Figure 1. Signal wires by layer.
Only two layers are drawn.
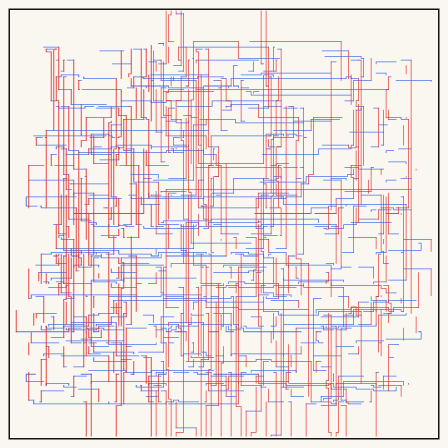
Figure 2. A small window of the routed layout.
Region (47, 7) to (72, 32) um. Cells in grey, sequential cells in the stronger grey; small squares are vias.
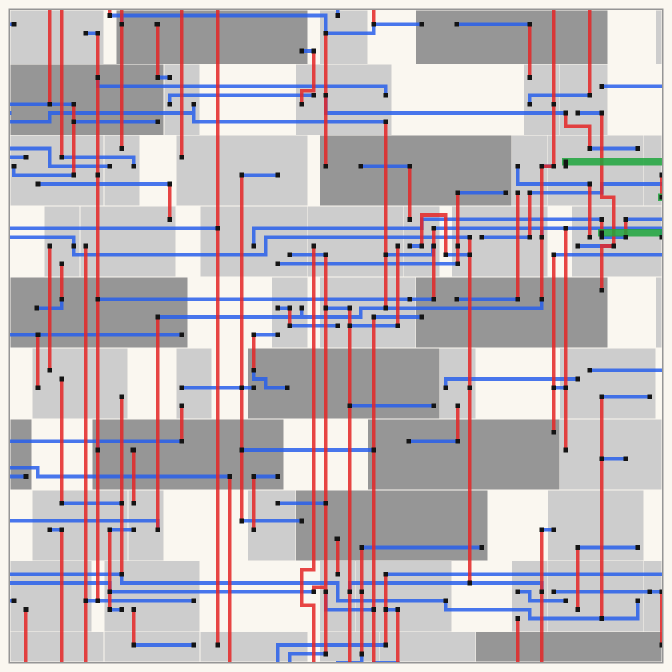
Figure 3. Routing congestion map.
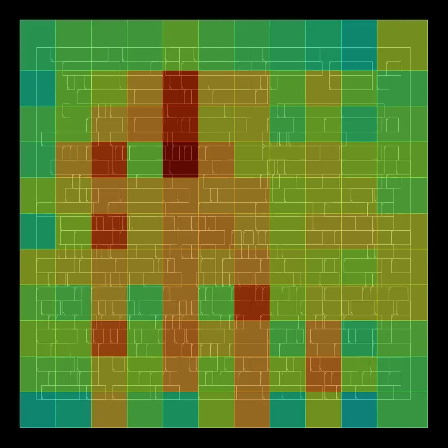
$ cat src/rtl/alu_pkg.sv
// Shared definitions for the ALU controller: opcodes, instruction field layout, FSM states.
package alu_pkg;

    localparam int DATA_W  = 8;
    localparam int INSTR_W = 10;
    localparam int IDX_W   = 2;

    localparam logic [2:0] OP_ADD  = 3'b000;
    localparam logic [2:0] OP_SUB  = 3'b001;
    localparam logic [2:0] OP_AND  = 3'b010;
    localparam logic [2:0] OP_OR   = 3'b011;
    localparam logic [2:0] OP_XOR  = 3'b100;
    localparam logic [2:0] OP_NOT  = 3'b101;
    localparam logic [2:0] OP_MUL4 = 3'b110;

    // Instruction layout: [9]=imm, [8:6]=opcode, [5:4]=rd, [3:2]=ra, [1:0]=rb
    localparam int IMM_BIT = 9;
    localparam int OP_LSB  = 6;
    localparam int RD_LSB  = 4;
    localparam int RA_LSB  = 2;
    localparam int RB_LSB  = 0;

    typedef enum logic [1:0] {
        IDLE = 2'd0,
        EXEC = 2'd1,
        RESP = 2'd2
    } state_t;

endpackage

$ cat src/rtl/alu_regfile.sv
// Small register file: two combinational read ports, one synchronous write port,
// synchronous clear on rst.
module alu_regfile #(
    parameter int NREG = 4,
    parameter int W    = 8
) (
    input  logic                    clk,
    input  logic                    rst,
    input  logic [$clog2(NREG)-1:0] ra_addr,
    output logic [W-1:0]            ra_data,
    input  logic [$clog2(NREG)-1:0] rb_addr,
    output logic [W-1:0]            rb_data,
    input  logic                    we,
    input  logic [$clog2(NREG)-1:0] wr_addr,
    input  logic [W-1:0]            wr_data
);
    localparam int AW = $clog2(NREG);

    logic [W-1:0] mem_reg [NREG];

    genvar gi;
    generate
        for (gi = 0; gi < NREG; gi++) begin : g_entry
            always_ff @(posedge clk) begin
                if (rst) begin
                    mem_reg[gi] <= '0;
                end else if (we && (wr_addr == AW'(gi))) begin
                    mem_reg[gi] <= wr_data;
                end
            end
        end
    endgenerate

    assign ra_data = mem_reg[ra_addr];
    assign rb_data = mem_reg[rb_addr];

endmodule

$ cat src/rtl/alu_ctrl.sv
// Sequencing controller for an external 8-bit ALU (accept -> execute -> respond).
// Optional zero flag output enabled by defining ALU_CTRL_ZFLAG_EN.
module alu_ctrl
    import alu_pkg::*;
#(
    parameter int NREG = 4
) (
    input  logic                 clk,
    input  logic                 rst,
    input  logic                 in_valid,
    output logic                 in_ready,
    input  logic [INSTR_W-1:0]   in_instr,
    input  logic [DATA_W-1:0]    in_imm,
    output logic [DATA_W-1:0]    alu_a,
    output logic [DATA_W-1:0]    alu_b,
    output logic [2:0]           alu_op,
    input  logic [DATA_W-1:0]    alu_out,
    output logic                 out_valid,
    input  logic                 out_ready,
    output logic [DATA_W-1:0]    out_data,
    output logic [IDX_W-1:0]     out_rd
`ifdef ALU_CTRL_ZFLAG_EN
    ,
    output logic                 out_zero
`endif
);

    state_t             state_reg, state_next;
    logic [INSTR_W-1:0] instr_reg;
    logic [DATA_W-1:0]  imm_reg;
    logic [DATA_W-1:0]  out_data_reg;
    logic [IDX_W-1:0]   out_rd_reg;
    logic               wr_en;
    logic [DATA_W-1:0]  result;
    logic [DATA_W-1:0]  ra_data, rb_data;

    logic [IDX_W-1:0] rd_idx, ra_idx, rb_idx;
    logic [2:0]       op_field;

    assign rd_idx   = instr_reg[RD_LSB +: IDX_W];
    assign ra_idx   = instr_reg[RA_LSB +: IDX_W];
    assign rb_idx   = instr_reg[RB_LSB +: IDX_W];
    assign op_field = instr_reg[OP_LSB +: 3];

    // Immediate loads still drive the ALU bus; only the captured result changes source.
    assign result = instr_reg[IMM_BIT] ? imm_reg : alu_out;

    alu_regfile #(
        .NREG (NREG),
        .W    (DATA_W)
    ) u_regfile (
        .clk     (clk),
        .rst     (rst),
        .ra_addr (ra_idx),
        .ra_data (ra_data),
        .rb_addr (rb_idx),
        .rb_data (rb_data),
        .we      (wr_en),
        .wr_addr (rd_idx),
        .wr_data (result)
    );

    always_comb begin
        state_next = state_reg;
        in_ready   = 1'b0;
        out_valid  = 1'b0;
        alu_a      = '0;
        alu_b      = '0;
        alu_op     = '0;
        wr_en      = 1'b0;
        case (state_reg)
            IDLE: begin
                in_ready = 1'b1;
                if (in_valid) begin
                    state_next = EXEC;
                end
            end
            EXEC: begin
                alu_a      = ra_data;
                alu_b      = rb_data;
                alu_op     = op_field;
                wr_en      = 1'b1;
                state_next = RESP;
            end
            RESP: begin
                out_valid = 1'b1;
                if (out_ready) begin
                    state_next = IDLE;
                end
            end
            default: state_next = IDLE;
        endcase
    end

    always_ff @(posedge clk) begin
        if (rst) begin
            state_reg    <= IDLE;
            instr_reg    <= '0;
            imm_reg      <= '0;
            out_data_reg <= '0;
            out_rd_reg   <= '0;
        end else begin
            state_reg <= state_next;
            if (state_reg == IDLE && in_valid) begin
                instr_reg <= in_instr;
                imm_reg   <= in_imm;
            end
            if (wr_en) begin
                out_data_reg <= result;
                out_rd_reg   <= rd_idx;
            end
        end
    end

    assign out_data = out_data_reg;
    assign out_rd   = out_rd_reg;

`ifdef ALU_CTRL_ZFLAG_EN
    logic out_zero_reg;

    always_ff @(posedge clk) begin
        if (rst) begin
            out_zero_reg <= 1'b0;
        end else if (wr_en) begin
            out_zero_reg <= (result == '0);
        end
    end

    assign out_zero = out_zero_reg;
`else
`endif

endmodule
$ cat config.mk
export PLATFORM = sky130hd
export DESIGN_NAME = alu_ctrl
export DESIGN_NICKNAME = d
export VERILOG_FILES = /design/src/rtl/alu_pkg.sv /design/src/rtl/alu_regfile.sv /design/src/rtl/alu_ctrl.sv
export SDC_FILE = /design/constraint.sdc
export NUM_CORES = 1
export LEC_CHECK = 0
export CORE_MARGIN = 3
export CORE_UTILIZATION = 55
export DETAILED_ROUTE_END_ITERATION = 12
export DONT_BUFFER_PORTS = 1
export GPL_TIMING_DRIVEN = 0
export PLACE_DENSITY = 0.68
export SETUP_SLACK_MARGIN = 0.05
export SYNTH_ARGS = -nofsm -noshare
export SYNTH_HDL_FRONTEND = slang
export SYNTH_HIERARCHICAL = 1
export SYNTH_SLANG_ARGS = --single-unit
$ cat constraint.sdc
create_clock -name clk -period 2.3 [get_ports clk]
set_clock_uncertainty 0.15 [all_clocks]
set_input_delay 0.23 -clock clk [delete_from_list [all_inputs] [get_ports clk]]
set_output_delay 0.23 -clock clk [all_outputs]
set_load 0.05 [all_outputs]
==> flow_summary_export.csv <==
group,metric,value,unit
status,run_status,"finished, final reports clean",
routing,detailroute.wirelength.met2,3.15,mm
final_layout,final-instance-count-excl-fill,351,
yosys,top_cells_by_area,"sky130_fd_sc_hd__edfxtp_1, sky130_fd_sc_hd__dfxtp_1, sky130_fd_sc_hd__mux4_2",
final_layout,final-nonclk-buf-share,0.102,
routing,final_wl,6.26,mm
yosys,top_logic_kind,"multiplexers",
yosys,post-synth-top-count-cell,"sky130_fd_sc_hd__nor2_1",
final_layout,proportion_of_cell_area_spent_on_the_clock_network,0.0479,
pwr,ir_drop,0.403,mV
final_layout,largest_reg_flops,32,
yosys,mux_share_of_post_synthesis_cell_area,0.217,
cts,cts_tree,"yes",
pwr,sw_frac_of_total,0.272,
floorplanning,core_area,4910,um2
worst_setup_path,worstPathCellList,"nand2b_1 -> inv_1 -> buf_2 -> buf_2 -> inv_1 -> o21bai_4",
final_layout,seq_area,1560,um2
worst_setup_path,worstSetupPathDepth,6,
pwr,reported_combinational_group_power,388,uW
worst_setup_path,worstSetupStartpoint,"state_reg[1]$_SDFFE_PP0P_",
cts,h-tree-depth,3,
yosys,postSynthAreaPerCell,11.8,um2
cts,clkSlewWorstSetupHoldPaths,0.06,ns
floorplanning,floorplan_utilization,0.593,
yosys,synth.lib_cells_used.distinct,22,
floorplanning,design.portCount,61,
yosys,ys_sh_aoi,0.0155,
grt,overflow,0,
final_layout,dominant_class_by_area,"registers",
worst_setup_path,reg2reg_from,"state_reg[1]$_SDFFE_PP0P_",
yosys,instance_tally_after_logic_synthesis,247,
floorplanning,row_count,25,
cts,clock_sink_count,62,
worst_setup_path,cp-end-kind,"flip-flop",
timing,setup-violations-final,0,
## Picture notes: Figure 1
| colour | layer | wire length |
|---|---|---|
| blue | M1 | 2,650 um |
| red | M2 | 3,150 um |
Avg WL per Cell: 17.8 um
GR Util All Layers: 0.224
vias: 1,942

## Picture notes: Figure 2
| colour | layer |
|---|---|
| blue | M1 |
| red | M2 |
| green | M3 |
cells with their middle in the window: 45
sequential cells in the window: 10
most frequent: mux2i_1 (11), nor2_1 (11), dfxtp_1 (10)
netlist names of flops here include: `instr_reg` (8), `imm_reg` (2)

## Picture notes: Figure 3
global routing's busiest layer: met2
met3 capacity usage during global routing: 0.0692
met1 usage in global routing: 0.282
met2 Use GR: 0.364
share of the core filled with cells: 0.702

Power and IR drop assume default switching activity.
